### src/rtl/tcdm_ecc_lane_bridge_pkg.sv
// Shared constants for the TCDM ECC lane bridge: lane parity width, header ECC
// width and the Hsiao(39,32) parity-check columns with a parity helper.
package tcdm_ecc_lane_bridge_pkg;

  localparam int unsigned ECC_LANE_BITS = 7;
  localparam int unsigned ECC_HDR_W     = 9;
  localparam int unsigned LANE_DW       = 32;

  // Column i is the parity signature of data bit i; all weight-3, all distinct,
  // so any single data error yields an odd syndrome that names its bit.
  localparam logic [ECC_LANE_BITS-1:0] HSIAO_COL [LANE_DW] = '{
    7'h07, 7'h0B, 7'h0D, 7'h0E, 7'h13, 7'h15, 7'h16, 7'h19,
    7'h1A, 7'h1C, 7'h23, 7'h25, 7'h26, 7'h29, 7'h2A, 7'h2C,
    7'h31, 7'h32, 7'h34, 7'h38, 7'h43, 7'h45, 7'h46, 7'h49,
    7'h4A, 7'h4C, 7'h51, 7'h52, 7'h54, 7'h58, 7'h61, 7'h62
  };

  function automatic logic [ECC_LANE_BITS-1:0] hsiao_parity(input logic [LANE_DW-1:0] d);
    logic [ECC_LANE_BITS-1:0] p;
    p = '0;
    for (int i = 0; i < LANE_DW; i++) begin
      if (d[i]) p = p ^ HSIAO_COL[i];
    end
    return p;
  endfunction

endpackage

### src/rtl/tcdm_ecc_lane_bridge_if.sv
// Wide HCI core port: request/write side plus read response side.
interface tcdm_ecc_lane_bridge_if #(
  parameter int unsigned DW = 256,
  parameter int unsigned AW = 32,
  parameter int unsigned EW = 72
);
  logic          req;
  logic          gnt;
  logic [AW-1:0] add;
  logic          wen;
  logic [DW/8-1:0] be;
  logic [DW-1:0] data;
  logic [EW-1:0] ecc;
  logic          r_valid;
  logic [DW-1:0] r_data;
  logic [EW-1:0] r_ecc;
  logic          r_opc;
  logic          r_user;

  modport master (
    output req, add, wen, be, data, ecc,
    input  gnt, r_valid, r_data, r_ecc, r_opc, r_user
  );

  modport slave (
    input  req, add, wen, be, data, ecc,
    output gnt, r_valid, r_data, r_ecc, r_opc, r_user
  );
endinterface

### src/rtl/hsiao_ecc_dec.sv
// Hsiao(39,32) decoder: corrects a single error, flags odd / even non-zero syndromes.
module hsiao_ecc_dec
  import tcdm_ecc_lane_bridge_pkg::*;
#(
  parameter int unsigned DataWidth = 32
) (
  input  logic [DataWidth-1:0]     data_i,
  input  logic [ECC_LANE_BITS-1:0] parity_i,
  output logic [DataWidth-1:0]     data_o,
  output logic                     single_o,
  output logic                     double_o
);
  logic [ECC_LANE_BITS-1:0] syndrome;

  assign syndrome = parity_i ^ hsiao_parity(data_i);

  // Even syndromes never match a column, so double errors pass through raw.
  always_comb begin
    data_o = data_i;
    for (int i = 0; i < DataWidth; i++) begin
      if (syndrome == HSIAO_COL[i]) data_o[i] = ~data_i[i];
    end
  end

  assign single_o = ^syndrome;
  assign double_o = (|syndrome) & ~(^syndrome);
endmodule

### src/rtl/hsiao_ecc_enc.sv
// Hsiao(39,32) encoder: 7 parity bits for one 32-bit word.
module hsiao_ecc_enc
  import tcdm_ecc_lane_bridge_pkg::*;
#(
  parameter int unsigned DataWidth = 32
) (
  input  logic [DataWidth-1:0]     data_i,
  output logic [ECC_LANE_BITS-1:0] parity_o
);
  assign parity_o = hsiao_parity(data_i);
endmodule

### src/rtl/tcdm_ecc_lane_bridge.sv
// Splits one wide ECC-protected HCI port into MP 32-bit TCDM lanes, encoding
// read data per lane and correcting write data per lane with error counters.
module tcdm_ecc_lane_bridge
  import tcdm_ecc_lane_bridge_pkg::*;
#(
  parameter int unsigned DW      = 256,
  parameter int unsigned MP      = DW / 32,
  parameter int unsigned AW      = 32,
  parameter int unsigned EW      = 72,
  parameter int unsigned EHW     = ECC_HDR_W,
  parameter bit          USE_ECC = 1'b1,
  parameter int unsigned CNT_W   = 32
) (
  input  logic               clk_i,
  input  logic               rst_ni,
  tcdm_ecc_lane_bridge_if.slave hci,
  output logic [MP-1:0]      lane_req_o,
  output logic [MP*AW-1:0]   lane_add_o,
  output logic [MP-1:0]      lane_wen_o,
  output logic [MP*4-1:0]    lane_be_o,
  output logic [MP*32-1:0]   lane_data_o,
  input  logic [MP-1:0]      lane_gnt_i,
  input  logic [MP-1:0]      lane_r_valid_i,
  input  logic [MP*32-1:0]   lane_r_data_i,
  output logic               err_single_o,
  output logic               err_double_o,
  input  logic               err_cnt_clr_i,
  output logic [CNT_W-1:0]   err_single_cnt_o,
  output logic [CNT_W-1:0]   err_double_cnt_o
);

  // Handshake: a beat transfers on a cycle with req & gnt; gnt is the AND of all
  // lane grants, so the wide request (and every lane request) stays up until all
  // lanes grant together. r_valid is likewise the AND of all lane valids.
  logic [MP-1:0] lane_single;
  logic [MP-1:0] lane_double;
  logic          wr_hs;
  logic          single_ev;
  logic          double_ev;
  logic          unused_ecc;

  assign hci.gnt     = &lane_gnt_i;
  assign hci.r_valid = &lane_r_valid_i;
  assign hci.r_data  = lane_r_data_i;
  assign hci.r_opc   = 1'b0;
  assign hci.r_user  = 1'b0;
  assign unused_ecc  = ^hci.ecc;

  for (genvar i = 0; i < MP; i++) begin : g_req
    assign lane_req_o[i]          = hci.req;
    assign lane_add_o[i*AW +: AW] = hci.add + AW'(4 * i);
    assign lane_wen_o[i]          = hci.wen;
    assign lane_be_o[i*4 +: 4]    = hci.be[i*4 +: 4];
  end

  if (USE_ECC) begin : g_ecc
    logic [MP*ECC_LANE_BITS-1:0] lane_par;
    for (genvar i = 0; i < MP; i++) begin : g_lane
      hsiao_ecc_enc #(.DataWidth(32)) u_enc (
        .data_i   (lane_r_data_i[32*i +: 32]),
        .parity_o (lane_par[ECC_LANE_BITS*i +: ECC_LANE_BITS])
      );
      hsiao_ecc_dec #(.DataWidth(32)) u_dec (
        .data_i   (hci.data[32*i +: 32]),
        .parity_i (hci.ecc[EHW + ECC_LANE_BITS*i +: ECC_LANE_BITS]),
        .data_o   (lane_data_o[32*i +: 32]),
        .single_o (lane_single[i]),
        .double_o (lane_double[i])
      );
    end
    assign hci.r_ecc = EW'(lane_par);
  end else begin : g_plain
    assign lane_data_o = hci.data;
    assign hci.r_ecc   = '0;
    assign lane_single = '0;
    assign lane_double = '0;
  end

  // Multiple bad lanes in one beat are reported once; double dominates single.
  assign wr_hs     = hci.req & hci.gnt & ~hci.wen;
  assign double_ev = wr_hs & (|lane_double);
  assign single_ev = wr_hs & (|lane_single) & ~(|lane_double);

  always_ff @(posedge clk_i or negedge rst_ni) begin
    if (!rst_ni) begin
      err_single_o     <= 1'b0;
      err_double_o     <= 1'b0;
      err_single_cnt_o <= '0;
      err_double_cnt_o <= '0;
    end else begin
      err_single_o <= single_ev;
      err_double_o <= double_ev;
      if (err_cnt_clr_i) begin
        err_single_cnt_o <= '0;
        err_double_cnt_o <= '0;
      end else begin
        if (single_ev && !(&err_single_cnt_o)) err_single_cnt_o <= err_single_cnt_o + 1'b1;
        if (double_ev && !(&err_double_cnt_o)) err_double_cnt_o <= err_double_cnt_o + 1'b1;
      end
    end
  end

endmodule

### src/flat_wrapper.sv
// flat-port wrapper written by rule: the top's interface ports become plain ports
module tcdm_ecc_lane_bridge_flat import tcdm_ecc_lane_bridge_pkg::*;
#(
  parameter int unsigned DW      = 256,
  parameter int unsigned MP      = DW / 32,
  parameter int unsigned AW      = 32,
  parameter int unsigned EW      = 72,
  parameter int unsigned EHW     = ECC_HDR_W,
  parameter bit          USE_ECC = 1'b1,
  parameter int unsigned CNT_W   = 32
)
  (clk_i, rst_ni, lane_req_o, lane_add_o, lane_wen_o, lane_be_o, lane_data_o, lane_gnt_i, lane_r_valid_i, lane_r_data_i, err_single_o, err_double_o, err_cnt_clr_i, err_single_cnt_o, err_double_cnt_o, hci_req, hci_add, hci_wen, hci_be, hci_data, hci_ecc, hci_gnt, hci_r_valid, hci_r_data, hci_r_ecc, hci_r_opc, hci_r_user);
  tcdm_ecc_lane_bridge_if #(.DW(DW), .AW(AW), .EW(EW)) hci_i ();
  input  logic clk_i;
  input  logic rst_ni;
  output logic [MP-1:0] lane_req_o;
  output logic [MP*AW-1:0] lane_add_o;
  output logic [MP-1:0] lane_wen_o;
  output logic [MP*4-1:0] lane_be_o;
  output logic [MP*32-1:0] lane_data_o;
  input  logic [MP-1:0] lane_gnt_i;
  input  logic [MP-1:0] lane_r_valid_i;
  input  logic [MP*32-1:0] lane_r_data_i;
  output logic err_single_o;
  output logic err_double_o;
  input  logic err_cnt_clr_i;
  output logic [CNT_W-1:0] err_single_cnt_o;
  output logic [CNT_W-1:0] err_double_cnt_o;
  input wire logic [$bits(hci_i.req)-1:0] hci_req;
  input wire logic [$bits(hci_i.add)-1:0] hci_add;
  input wire logic [$bits(hci_i.wen)-1:0] hci_wen;
  input wire logic [$bits(hci_i.be)-1:0] hci_be;
  input wire logic [$bits(hci_i.data)-1:0] hci_data;
  input wire logic [$bits(hci_i.ecc)-1:0] hci_ecc;
  output wire logic [$bits(hci_i.gnt)-1:0] hci_gnt;
  output wire logic [$bits(hci_i.r_valid)-1:0] hci_r_valid;
  output wire logic [$bits(hci_i.r_data)-1:0] hci_r_data;
  output wire logic [$bits(hci_i.r_ecc)-1:0] hci_r_ecc;
  output wire logic [$bits(hci_i.r_opc)-1:0] hci_r_opc;
  output wire logic [$bits(hci_i.r_user)-1:0] hci_r_user;
  assign hci_i.req = hci_req;
  assign hci_i.add = hci_add;
  assign hci_i.wen = hci_wen;
  assign hci_i.be = hci_be;
  assign hci_i.data = hci_data;
  assign hci_i.ecc = hci_ecc;
  assign hci_gnt = hci_i.gnt;
  assign hci_r_valid = hci_i.r_valid;
  assign hci_r_data = hci_i.r_data;
  assign hci_r_ecc = hci_i.r_ecc;
  assign hci_r_opc = hci_i.r_opc;
  assign hci_r_user = hci_i.r_user;
  tcdm_ecc_lane_bridge #(.DW(DW), .MP(MP), .AW(AW), .EW(EW), .EHW(EHW), .USE_ECC(USE_ECC), .CNT_W(CNT_W)) u_core (.clk_i(clk_i), .rst_ni(rst_ni), .hci(hci_i), .lane_req_o(lane_req_o), .lane_add_o(lane_add_o), .lane_wen_o(lane_wen_o), .lane_be_o(lane_be_o), .lane_data_o(lane_data_o), .lane_gnt_i(lane_gnt_i), .lane_r_valid_i(lane_r_valid_i), .lane_r_data_i(lane_r_data_i), .err_single_o(err_single_o), .err_double_o(err_double_o), .err_cnt_clr_i(err_cnt_clr_i), .err_single_cnt_o(err_single_cnt_o), .err_double_cnt_o(err_double_cnt_o));
endmodule
### config.mk
export PLATFORM = sky130hd
export DESIGN_NAME = tcdm_ecc_lane_bridge_flat
export DESIGN_NICKNAME = d
export VERILOG_FILES = /design/src/rtl/tcdm_ecc_lane_bridge_pkg.sv /design/src/rtl/tcdm_ecc_lane_bridge_if.sv /design/src/rtl/hsiao_ecc_dec.sv /design/src/rtl/hsiao_ecc_enc.sv /design/src/rtl/tcdm_ecc_lane_bridge.sv /design/src/flat_wrapper.sv
export SDC_FILE = /design/constraint.sdc
export NUM_CORES = 1
export LEC_CHECK = 0
export CORE_AREA = 3 3 632 634
export CTS_CLUSTER_DIAMETER = 100
export DETAILED_ROUTE_END_ITERATION = 6
export DIE_AREA = 0 0 635 637
export HOLD_SLACK_MARGIN = 0.06
export SYNTH_ARGS = -nofsm -noshare
export SYNTH_HDL_FRONTEND = slang
export SYNTH_SLANG_ARGS = --single-unit
### constraint.sdc
create_clock -name clk_i -period 5.4 [get_ports clk_i]
set_input_delay 1.08 -clock clk_i [delete_from_list [all_inputs] [get_ports clk_i]]
set_output_delay 1.08 -clock clk_i [all_outputs]
set_load 0.02 [all_outputs]
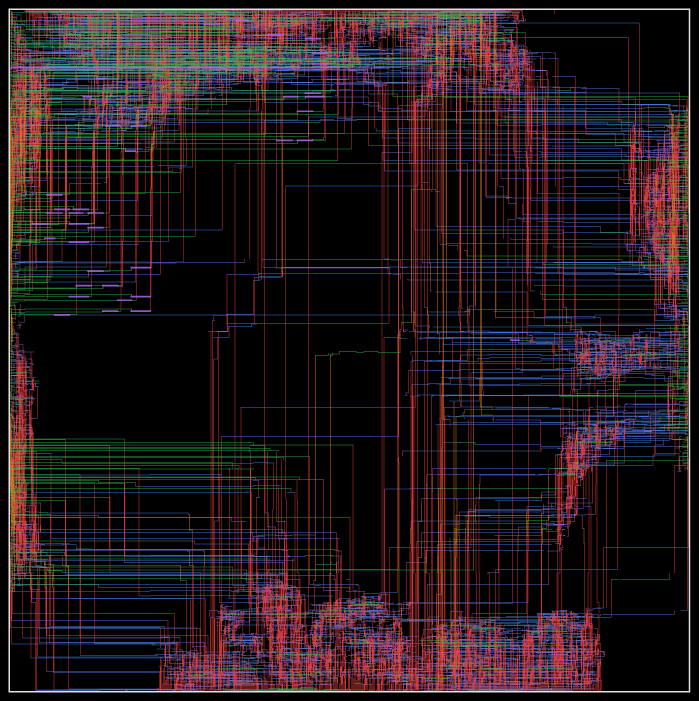
**Above:** run 1 (metal layers overlaid).
- blue: metal 1 (wire length 112 mm)
- orange: metal 4 (wire length 8,640 microns)
- red: metal 2 (wire length 124 mm)
- purple: metal 5 (wire length 836 microns)
- green: metal 3 (wire length 36.1 mm)
routed vias: 29,080
Total Wirelength: 281.6 mm
GRT Total Usage: 13.32%

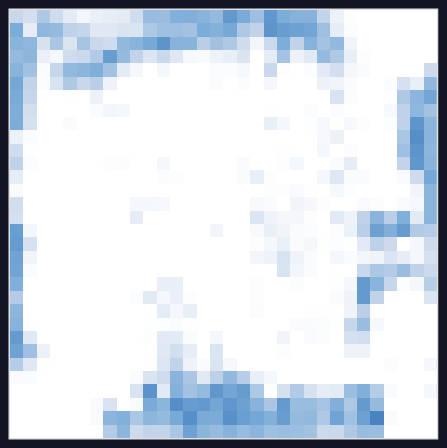
**Above:** run 1 (cell area per tile).
32 x 32 tiles, from white (low) to dark blue (high), 0 to 100% covered.
- nearly empty tiles: 57%
- emptiest ninth of the die: center
- mean over tiles: 11%
- densest ninth of the die: south
- fullest tile: 66%
fp_density: 6.435%
Core Util, Final: 12.95%
core outline area: 394,800 sq um

==> results.yml, run 1 <==
# synthesis and place-and-route metrics
logic_synthesis:
  top_cell: "xnor2_1"
  ys_sh_simple_pct: 16.46
  synthMuxAreaShare_pct: 0.07880
  synth.cell_area_sq_um: 25400
  synthTopCellsByArea: "xnor2_1, buf_4, xor2_1"
  yosys_cells: 3117
  synth-edff-count: 0
  ys_sh_adder_pct: 2.118
  ff_type: "dfrtp_1"
  ys_chip_area_sq_um: 25400
  numSynthFlops: 66
drt:
  ant_nets: 0
  drc_errors: 4
  wl_met1_mm: 111.8
  highest-signal-layer: "met5"
  wl_met3_mm: 36.09
power:
  total_power_mw: 15.15
  pg_comb_mw: 14.0
  clkPwrFrac_pct: 4.5
  intPower_mw: 7.296
  pg_seq_mw: 0.494
  vdd_drop_max_uv: 379.1
  maxPowerGroup: "combinational cells"
  power_frac_seq_pct: 3.3
layout:
  nets: 5385
  antenna_cells: 55
  area_growth_pct: 101.2
  layout.nonclk_buf_share_pct: 42.18
  clock_area_share_pct: 0.5679
  mi_logic_area_sq_um: 20770
  fillers: 45340
  buffers: 1997
  seq_area_share_pct: 3.231
  drive_above_1_share_pct: 19.39
  largest_class: "non-clock buffers"
job:
  drv_cap: 0
  openroad.warnings: 72
floorplan:
  io_pins: 1627
  taps: 5242
  die_area_sq_um: 404500
sta:
  fmax_mhz: 187.0
  slew_headroom_pct: 39.44
setup_path:
  critPathRequiredTime_ns: 4.32
  crit_chain: "clkdlybuf4s50_1 > xnor2_1 > xnor2_1 > xnor3_1 > buf_4 > nor2_1 > buf_4 > nand3_1 > xnor2_1 > clkdlybuf4s50_1"
  endpoint_kind: "output pin"
  cp.depth: 10
  start_kind: "input pin"
  reg2regPathDepth: 12
  crit_start: "hci_data[181]"
  r2r_slack_ns: 1.93
min_path:
  whs_endpoint: "u_core.err_double_cnt_o[24]$_DFFE_PN0P_"
run_status:
  violations: "DRC"
  status: "finished, violations left"
placement:
  hpwl_mm: 263.2
  finalWeightedCongestion: 1.001
  portBuffers: 1510
clock_tree:
  cts_tree: "built"
  worstSkewPairLatency_ns: 0.41
  clockBufferDepth: 2
  cts_buffers: 9
  cts.htree.levels: 3
grt:
  gr-total-overflow: 0
  grt_max_degree: 51
  grt_pass1_wl_mm: 344.3
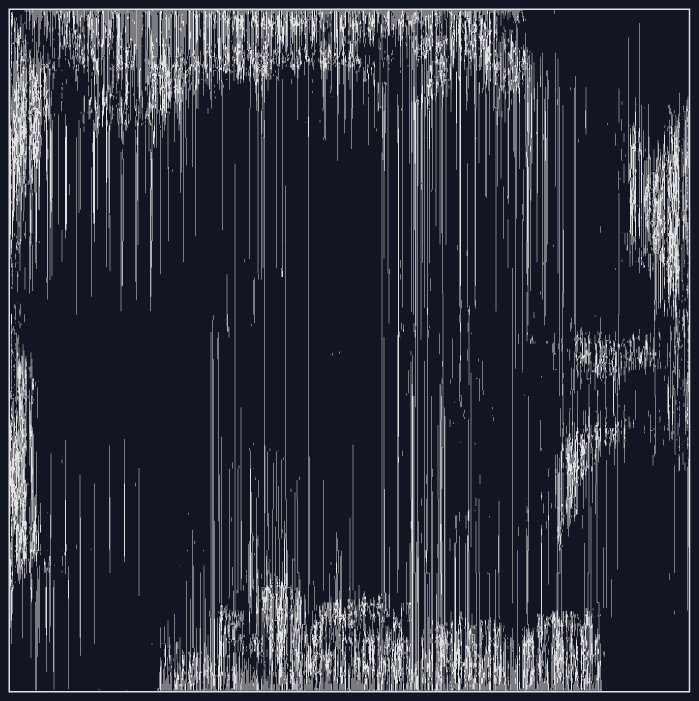
**Above:** run 1 (the metal 2 layer).
- longest straight run: 474 microns
- wire length on this layer: 124 mm
- nets with wire on the layer: 4,724
M2 GR Usage: 20.96%

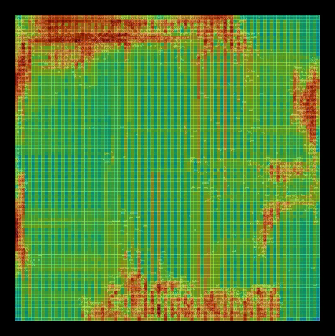
**Above:** run 1 (routing congestion).
most used routing layer in global routing: met2
drt wl/cell: 28.23 microns
GR Util met1: 15.84%
met3 Use GR: 6.801%

## run 1: flip-flops by register name, summed over array words and instances, names as in the netlist
register,cells
u_core.err_single_cnt_o,32
u_core.err_single_o,1
u_core.err_double_cnt_o,32
u_core.err_double_o,1
## run 1: stage by stage
| step | instances | instance area (sq um) | setup TNS [ns] |
|---|---|---|---|
| 2_1_floorplan | 3134 | 25470 | 0 |
| 3_3_place_gp | 9904 | 50370 | -2.787 |
| 3_5_place_dp | 9904 | 50370 | -2.462 |
| 4_1_cts | 9920 | 50730 | 0 |
| 5_1_grt | 9948 | 51050 | -0.0002847 |
| 6_report | 9975 | 51110 | 0 |
==> run 1 -> run 2 <==
- ABC_CLOCK_PERIOD_IN_PS: not set -> 5400
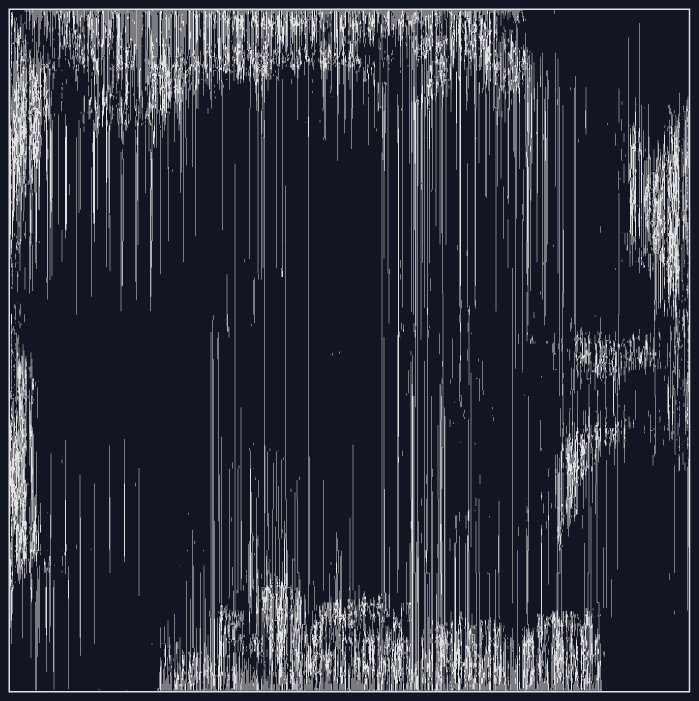
**Above:** run 2 (the metal 2 layer).
- share of all routed wire: 44%
- nets with wire on the layer: 4,724
- longest straight run: 474 microns
- wire length on this layer: 124 mm
- main direction: vertical

==> run 2 against run 1 <==
The run still ends with DRC left; synthesized cell count unchanged; clock skew unchanged; non-clock buffer count unchanged; critical path depth unchanged; global-route usage unchanged; final area unchanged.
==> results.yml, run 2 <==
# synthesis and place-and-route metrics
clock_tree:
  worstSkewPairLatency_ns: 0.41
  cts.htree.levels: 3
  clockBufferDepth: 2
placement:
  portBuffers: 1510
  finalWeightedCongestion: 1.001
  dp_cells: 9904
setup_path:
  cp.depth: 10
  r2r_slack_ns: 1.93
  crit_chain: "clkdlybuf4s50_1 > xnor2_1 > xnor2_1 > xnor3_1 > buf_4 > nor2_1 > buf_4 > nand3_1 > xnor2_1 > clkdlybuf4s50_1"
  crit_start: "hci_data[181]"
  reg2regPathDepth: 12
  critPathRequiredTime_ns: 4.32
grt:
  met1_usage_pct: 15.84
  top_usage_layer: "met2"
  grt_pass1_wl_mm: 344.3
  grt_use_met2_pct: 20.96
  grt_max_degree: 51
  grtUsageMet3_pct: 6.801
  track_usage_pct: 13.32
layout:
  fin_cells: 9975
  reg.largest.list: "u_core.err_double_cnt_o: 32 flops, u_core.err_single_cnt_o: 32 flops"
  seq_area_share_pct: 3.231
  layout.nonclk_buf_share_pct: 42.18
  buffers: 1997
  nets: 5385
  largest_class: "non-clock buffers"
  clock_area_share_pct: 0.5679
  drive_above_1_share_pct: 19.39
  utilization_pct: 12.95
  antenna_cells: 55
  mi_logic_area_sq_um: 20770
run_status:
  violations: "DRC"
  status: "finished, violations left"
min_path:
  whs_endpoint: "u_core.err_double_cnt_o[24]$_DFFE_PN0P_"
power:
  total_power_mw: 15.15
  vdd_drop_max_uv: 379.1
drt:
  wl_met1_mm: 111.8
  wire_per_inst_microns: 28.23
  wl_met3_mm: 36.09
  drc_errors: 4
  ant_nets: 0
  firstDrtPassIters: 7
  highest-signal-layer: "met5"
  vias: 29080
  drt-total-wl_mm: 281.6
logic_synthesis:
  top_area_cell: "xnor2_1"
  top_cell: "xnor2_1"
  ys_sh_simple_pct: 16.46
  ys_sh_adder_pct: 2.118
  ff_type: "dfrtp_1"
  synth.cell_area_sq_um: 25400
  synthMuxAreaShare_pct: 0.07880
  ys_chip_area_sq_um: 25400
  yosys_cells: 3117
  numSynthFlops: 66
  synth-edff-count: 0
sta:
  setup_tns_ns: 0
  fmax_mhz: 187.0
floorplan:
  core_area_sq_um: 394800
  io_pins: 1627
  fp_util_pct: 6.435
  die_area_sq_um: 404500
job:
  openroad.warnings: 72
  drv_cap: 0
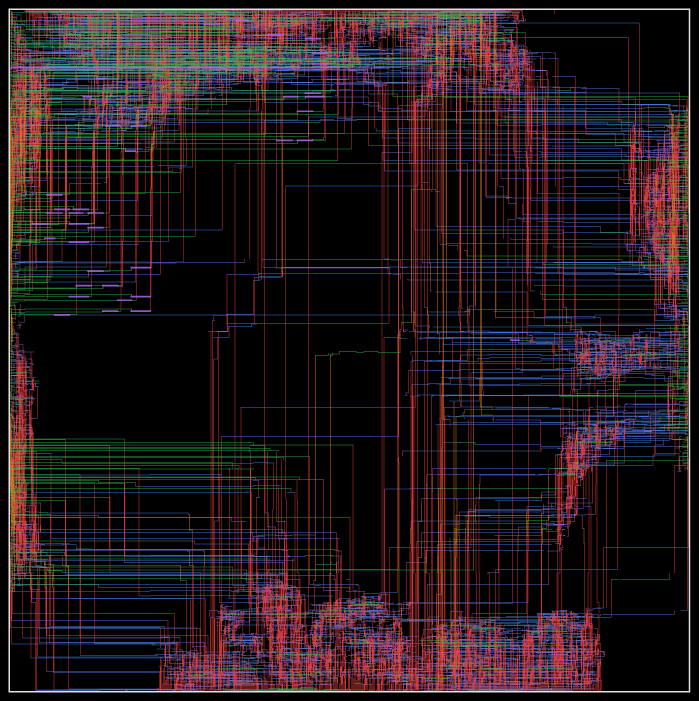
**Above:** run 2 (metal layers overlaid).
- red: metal 2 (wire length 124 mm)
- purple: metal 5 (wire length 836 microns)
- orange: metal 4 (wire length 8,640 microns)
- green: metal 3 (wire length 36.1 mm)
- blue: metal 1 (wire length 112 mm)

==> run 2: cell counts after synthesis <==
No cell type changed its count.
==> run 2: worst min-delay path: stages, from the launching register on <==
cell	delay [ns]
dfrtp_1	0.38
xor2_1	0.08
nor2_1	0.08
==> run 2: power breakdown <==
| part | switching [mW] | total [mW] | internal (mW) |
|---|---|---|---|
| combinational | 7.51 | 14.0 | 6.46 |
| clock | 0.339 | 0.679 | 0.340 |
| sequential | 0.0000282 | 0.494 | 0.494 |
| total | 7.85 | 15.1 | 7.30 |
==> run 2: timing repair <==
item / CTS / global route
resized: 28 / 66
setup endpoints to repair: 26 / 68
pin swaps: 1 / 3
Power and IR drop assume default switching activity.
